--- src/rtl/sample_scheduler.sv ---
// Periodic X/Y/Z sample-set sequencer: issues three SPI register reads per tick
// and publishes the captured set atomically, flagging overruns and stalled reads.
module sample_scheduler #(
  parameter int CLK_HZ    = 50_000_000,
  parameter int SAMPLE_HZ = 100,
  parameter int TIMEOUT   = 1024
) (
  input  logic        clk,
  input  logic        rst,
  input  logic        enable,
  input  logic        clr_flags,
  output logic        spi_req,
  output logic [5:0]  spi_addr,
  input  logic        spi_ack,
  input  logic [15:0] spi_rdata,
  output logic [15:0] x_out,
  output logic [15:0] y_out,
  output logic [15:0] z_out,
  output logic        sample_valid,
  output logic        overrun,
  output logic        timeout_err
);

  localparam int TICK_DIV = CLK_HZ / SAMPLE_HZ;
  localparam int CNT_W    = (TICK_DIV > 1) ? $clog2(TICK_DIV) : 1;
  localparam int WAIT_W   = $clog2(TIMEOUT + 1);

  localparam logic [CNT_W-1:0]  TICK_LAST = CNT_W'(TICK_DIV - 1);
  localparam logic [CNT_W-1:0]  CNT_ONE   = CNT_W'(1);
  localparam logic [WAIT_W-1:0] WAIT_LAST = WAIT_W'(TIMEOUT - 1);
  localparam logic [WAIT_W-1:0] WAIT_ONE  = WAIT_W'(1);
  localparam logic [5:0]        ADDR_X    = 6'h32;

  typedef enum logic [1:0] {IDLE, REQ, GAP, DONE} state_t;

  state_t            r_state;
  logic [CNT_W-1:0]  r_tick_cnt;
  logic [WAIT_W-1:0] r_wait_cnt;
  logic [1:0]        r_axis;

  logic w_tick;
  logic w_capture;
  logic w_expire;

  assign w_tick    = enable && (r_tick_cnt == TICK_LAST);
  assign w_capture = (r_state == REQ) && spi_ack;
  assign w_expire  = (r_state == REQ) && !spi_ack && (r_wait_cnt == WAIT_LAST);

  always_ff @(posedge clk or negedge rst) begin
    if (!rst) begin
      r_tick_cnt <= '0;
    end else if (!enable || r_tick_cnt == TICK_LAST) begin
      r_tick_cnt <= '0;
    end else begin
      r_tick_cnt <= r_tick_cnt + CNT_ONE;
    end
  end

  // One shadow per axis so a partial set never reaches the outputs.
  genvar gi;
  generate
    for (gi = 0; gi < 3; gi++) begin : g_shadow
      logic [15:0] r_data;
      always_ff @(posedge clk or negedge rst) begin
        if (!rst) begin
          r_data <= '0;
        end else if (w_capture && r_axis == 2'(gi)) begin
          r_data <= spi_rdata;
        end
      end
    end
  endgenerate

  always_ff @(posedge clk or negedge rst) begin
    if (!rst) begin
      r_state      <= IDLE;
      r_axis       <= 2'd0;
      r_wait_cnt   <= '0;
      spi_req      <= 1'b0;
      spi_addr     <= ADDR_X;
      x_out        <= '0;
      y_out        <= '0;
      z_out        <= '0;
      sample_valid <= 1'b0;
      overrun      <= 1'b0;
      timeout_err  <= 1'b0;
    end else begin
      sample_valid <= 1'b0;
      case (r_state)
        IDLE: begin
          if (w_tick) begin
            r_state    <= REQ;
            r_axis     <= 2'd0;
            r_wait_cnt <= '0;
            spi_req    <= 1'b1;
            spi_addr   <= ADDR_X;
          end
        end
        REQ: begin
          // An ack landing on the last wait cycle is still taken.
          if (spi_ack) begin
            spi_req <= 1'b0;
            if (r_axis == 2'd2) begin
              r_state <= DONE;
            end else begin
              r_state <= GAP;
              r_axis  <= r_axis + 2'd1;
            end
          end else if (r_wait_cnt == WAIT_LAST) begin
            spi_req <= 1'b0;
            r_state <= IDLE;
          end else begin
            r_wait_cnt <= r_wait_cnt + WAIT_ONE;
          end
        end
        GAP: begin
          r_state    <= REQ;
          r_wait_cnt <= '0;
          spi_req    <= 1'b1;
          spi_addr   <= ADDR_X + {3'b000, r_axis, 1'b0};
        end
        DONE: begin
          x_out        <= g_shadow[0].r_data;
          y_out        <= g_shadow[1].r_data;
          z_out        <= g_shadow[2].r_data;
          sample_valid <= 1'b1;
          r_state      <= IDLE;
        end
        default: r_state <= IDLE;
      endcase

      if (w_tick && r_state != IDLE) begin
        overrun <= 1'b1;
      end else if (clr_flags) begin
        overrun <= 1'b0;
      end

      if (w_expire) begin
        timeout_err <= 1'b1;
      end else if (clr_flags) begin
        timeout_err <= 1'b0;
      end
    end
  end

endmodule

--- config.mk ---
export PLATFORM = sky130hd
export DESIGN_NAME = sample_scheduler
export DESIGN_NICKNAME = d
export VERILOG_FILES = /design/src/rtl/sample_scheduler.sv
export SDC_FILE = /design/constraint.sdc
export NUM_CORES = 1
export LEC_CHECK = 0
export ABC_AREA = 1
export CORE_MARGIN = 2
export CORE_UTILIZATION = 45
export DETAILED_ROUTE_END_ITERATION = 7
export PLACE_DENSITY = 0.66
export SETUP_SLACK_MARGIN = 0.3
export SYNTH_ARGS = -nofsm -noshare
export SYNTH_HDL_FRONTEND = slang
export SYNTH_SLANG_ARGS = --single-unit
--- constraint.sdc ---
create_clock -name clk -period 1.4 [get_ports clk]
set_input_delay 0.28 -clock clk [delete_from_list [all_inputs] [get_ports clk]]
set_output_delay 0.28 -clock clk [all_outputs]
set_load 0.005 [all_outputs]
Clock wires, drivers and flops:
The bar under the picture is 20 um long.
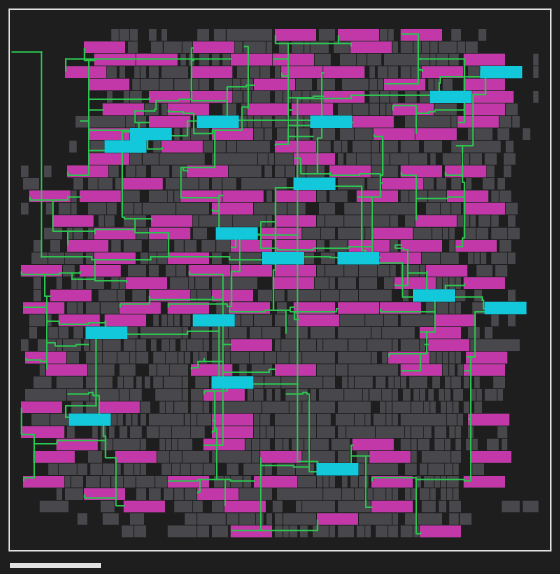
cyan -> cells driving clock nets  # count 17
magenta -> flip-flops  # count 137
green -> clock wires  # length 1,910 um
flops lie = widely spread

M2 wires:
Cells faint in the background.
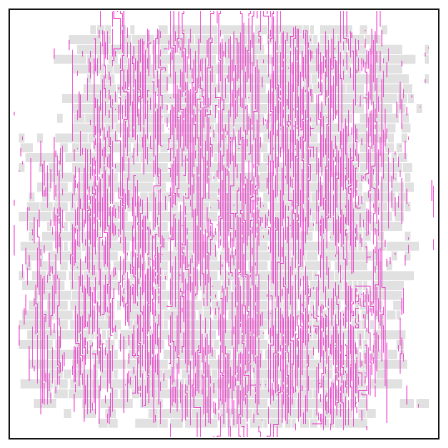
nets with wire on the layer = 871
wire length on this layer = 11,500 um

Wiring by layer:
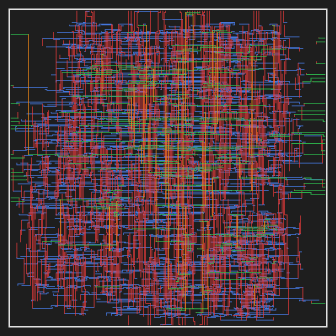
red -> met2  # wire length 11,500 um
orange -> met4  # wire length 1,030 um
blue -> met1  # wire length 8,610 um
green -> met3  # wire length 1,910 um

Routing congestion map:
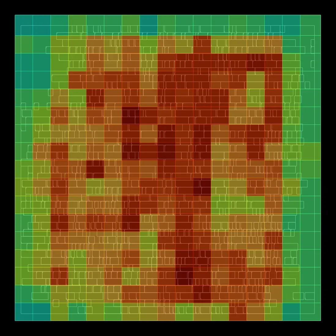
met2 Resource Use GR: 48.45%
post-layout util: 80.38%
grt met3 use: 8.639%
met1 global-route usage: 35.68%

==> impl_metrics.json <==
{
  "setup_slack_ns": -0.1898,
  "worstRegToRegCells": 10,
  "highest_layer": "met4",
  "vdd_ir_drop_max_v": 0.0008563,
  "seq_cells": 137,
  "coreArea_um2": 12670,
  "p_comb_w": 0.000335,
  "p_sw_share_pct": 21.30,
  "power_top_consumer": "clock",
  "pwr.group.sequential_w": 0.00398,
  "multi_input_logic_area_um2": 3476,
  "avgSynthCellArea_um2": 8.512,
  "power_density_nw_per_um2": 918.4,
  "synth_area_um2": 5882,
  "die_h_um": 118.3,
  "fin_crit_period_ns": 1.590,
  "detailed_route_wirelength_on_metal3_um": 1913,
  "globalRoute.busiestLayer": "met2",
  "logic_gates": 474,
  "cts-buffers-inserted": 17,
  "cts_sinks": 137,
  "unrepaired_setup_endpoints_after_global_routing": "true",
  "hold_buffers": 1,
  "cpLargestDelayFamily": "simple AND/OR/NAND/NOR gates",
  "yosys_cells": 691,
  "critical_path_buffers_and_inverters": 1,
  "edf_count": 0,
  "finalInstanceArea_um2": 10180,
  "fin_skew_ns": 0.008467,
  "hold_viol": 0,
  "path_clk_slew_ns": 0.06,
  "r2r-end": "r_tick_cnt[13]",
  "clockNetworkAreaShare_pct": 6.400,
  "drt-initial-drc-count": 633,
  "synth.logic.top_family": "simple AND/OR/NAND/NOR gates",
  "worstSetupPathType": "reg2reg",
  "cts_htree_levels": 4,
  "cts_max_path_buffers": 2,
  "post-route-drc-count": 0,
  "setup_viol": 70,
  "clockNetworkPower_w": 0.00504,
  "synth_cell_type_count": 33,
  "post-dp-hpwl_um": 9431,
  "worst_setup_path_endpoint": "r_tick_cnt[13]",
  "power.share.clock_pct": 53.9,
  "drt_wl_total_um": 23040,
  "placed_cell_area_um2": 7277,
  "violations_in_the_final_reports": "setup timing",
  "signal_buffers": 221,
  "fillers": 677,
  "tally_of_openroad_warnings": 32,
  "cp_slowest_cell": "sky130_fd_sc_hd__dfrtp_1",
  "cts_resized": 432,
  "seq_power_share_pct": 42.5,
  "synthMuxAreaShare_pct": 0,
  "ys_sh_xor_pct": 0.8934,
  "grt_max_degree": 40,
  "grtUsageTotal_pct": 29.32,
  "worst_path_largest_cell_delay_ns": 0.42,
  "layout-area-overhead-vs-synth_pct": 73.16,
  "clock.fmax_mhz": 629.0,
  "cp_data_required_time_ns": 1.71,
  "combAreaFraction_pct": 34.13,
  "final_layout_top_logic_cells": "sky130_fd_sc_hd__dfrtp_1 (135), sky130_fd_sc_hd__nand2_1 (126), sky130_fd_sc_hd__buf_4 (106)",
  "place_congestion": 0.8288,
  "worst_setup_path_end_kind": "flip-flop",
  "routedLengthMet1_um": 8610,
  "inverters_excl_clock": 66,
  "yosys.stat.seqShare_pct": 58.31,
  "synth.cellmix.simpleShare_pct": 26.55,
  "asr_flop_ratio_synth_pct": 100.0,
  "rrSetupSlack_ns": -0.19,
  "fraction_of_layout_instances_using_a_drive_strength_above_1_pct": 54.09,
  "tritoncts": "done",
  "instance_tally_after_logic_synthesis": 691,
  "synth.cellmix.compoundShare_pct": 6.573,
  "antenna_violations_before_repair": 0,
  "ios": 79,
  "cap_viol_max_count": 0,
  "drt.antenna.violating_nets": 0,
  "overflow": 0,
  "seqCellArea_um2": 3431,
  "area_dominant_class": "combinational gates",
  "postSynthRegisterBits": 137,
  "hold_ws_ns": 0.3187,
  "holdCritPathClass": "in2async",
  "synth_top_cell_by_area": "sky130_fd_sc_hd__dfrtp_1",
  "place.port_buffers": 75,
  "synth.cells.most_frequent": "sky130_fd_sc_hd__nand2_1 (276), sky130_fd_sc_hd__dfrtp_1 (136), sky130_fd_sc_hd__inv_1 (56)",
  "tap_cells": 172,
  "status": "complete, but fails checks",
  "timing.final.crit_share_pct": 113.6,
  "cts-root-buf": "sky130_fd_sc_hd__clkbuf_16",
  "cellInternalPower_w": 0.007361,
  "worst_ep_arrival_time_ns": 1.90,
  "crit_start": "r_tick_cnt[0]",
  "timing.critical_path.depth": 10
}
-- sequential cells by signal, indices dropped and copies added (netlist names) --
| register | flops |
|---|---|
| spi_addr | 3 |
| r_axis | 2 |
| timeout_err | 1 |
| x_out | 16 |
| overrun | 1 |
| r_wait_cnt | 11 |
| spi_req | 1 |
| g_shadow.r_data | 48 |
| r_state | 2 |
| r_tick_cnt | 19 |
| sample_valid | 1 |
| y_out | 16 |
| z_out | 16 |
-- metrics by stage --
stage	setup slack (ns)	util, %	setup TNS, ns	std cells	power, W
CTS	-0.1147	72.85	-1.909	1072	0.009187
floorplan	0.02019	-	0	692	0.004100
global placement	-0.1479	57.43	-7.830	969	0.004282
detailed placement	-0.1725	57.43	-9.788	969	0.004289
global route	-0.2791	80.38	-9.476	1102	0.009560
finish	-0.1898	80.38	-5.141	1102	0.009354
Power is estimated from default activity; no workload was simulated.
